flops_by_reg.png
Drawn at 4 px/µm. Other sequential cells in the stronger gray, the rest of the logic in the fainter gray.
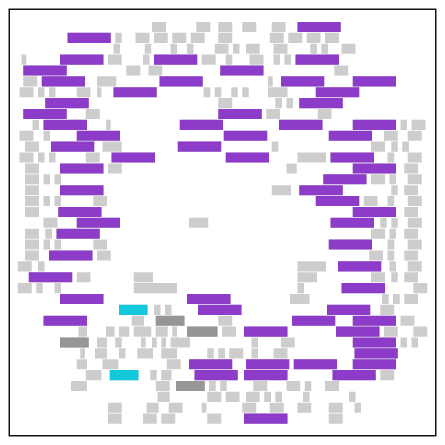
sizes.png
Drawn at 4 px/µm.
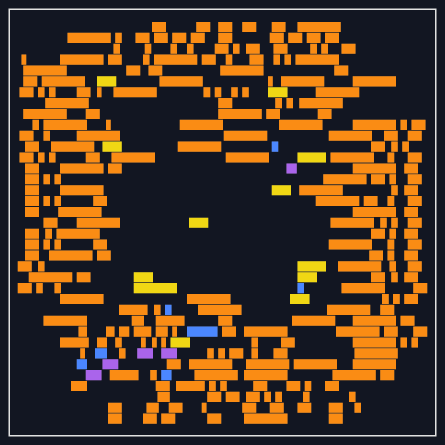
Design prom_fetch_bridge, sky130hd; sources not shown.
==> flow_metrics.env <==
# flow metrics
export IMPL_routed_length_on_met2_um=3200
export IMPL_cts_hold_fix_buffers=0
export IMPL_enable_flop_cells=64
export IMPL_ys_seq_elements=70
export IMPL_common_cells="sky130_fd_sc_hd__edfxtp_1, sky130_fd_sc_hd__nand3_1, sky130_fd_sc_hd__o21ai_0"
export IMPL_root_buffer="sky130_fd_sc_hd__clkbuf_8"
export IMPL_antenna_cells=0
export IMPL_total_switching_power_mw=1.16
export IMPL_post_cts_buffers=0
export IMPL_wl_per_cell_um=14.8
export IMPL_outcome="complete, no violations"
export IMPL_top_signal_layer_used="met4"
export IMPL_synth_adder_area_share=0.00411
export IMPL_floorplan_die_area_mm2=0.0113
export IMPL_boundaryPins=116
export IMPL_ys_area_mm2=0.00304
export IMPL_async_reset_ff_frac=0
export IMPL_r2r_worst_path_cells=3
export IMPL_synthTopLogicFamily="multiplexers"
export IMPL_p_leak_nw=1.28
export IMPL_grt_pass1_vias=1962
export IMPL_place_gp_congestion=0.640
export IMPL_path_depth=5
export IMPL_vias=1914
export IMPL_numPortBuffers=71
export IMPL_synth_lib_cells_used_distinct=26
export IMPL_syn_cell_area_mm2=0.00304
export IMPL_instance_count_after_placement_with_tap_cells_included=404
Notes on flops_by_reg.png above:
Key: cyan = u_rsp_fifo.count [placed flops 2]; purple = u_rsp_fifo.mem [placed flops 64, where all over the die]
Another 4 sequential cells are not colored.
total sequential power: 1.05 mW
Post-Route Utilization: 0.383
sequential cell area share: 0.512
register area: 0.00204 mm²

Notes on sizes.png above:
Key: yellow = _6 and larger [cells 12]; blue = _2 cells [cells 7]; purple = _3 and _4 cells [cells 5]; orange = _0 and _1 cells [cells 260]
area of all placed cells without fillers: 0.00399 mm²
worst-case setup margin in the final layout: 0.582 ns
Syn-to-layout area delta: 31.3%

## final cells by class
class                      count  area [µm²]
multi-input combinational    122         835
tap                          136         170
sequential                    70        2040
inverter                       2        7.51
timing repair buffer          74         758
fill                        1098        6420
clock inverter                 6        52.6
clock buffer                  10         128
## worst reg2reg max path: stages, from the launching register on
cell and delay, ns:
sky130_fd_sc_hd__dfxtp_1 0.72, sky130_fd_sc_hd__buf_4 0.42, sky130_fd_sc_hd__nand2_4 0.11, sky130_fd_sc_hd__nor2_4 0.79
## metrics by stage
stage,cell area [µm²],hold WS [ns]
after floorplan,3040,0.472
after global placement,3810,0.491
after detailed placement,3810,0.495
after CTS,3990,0.522
after global routing,3990,0.555
final,3990,0.518
## routing by layer
layer,vias up,track usage
met2,48,0.199
met4,0,0.0635
met5,-,0
li1,928,-
met1,927,0.135
met3,11,0.0288
Power and IR drop assume default switching activity.
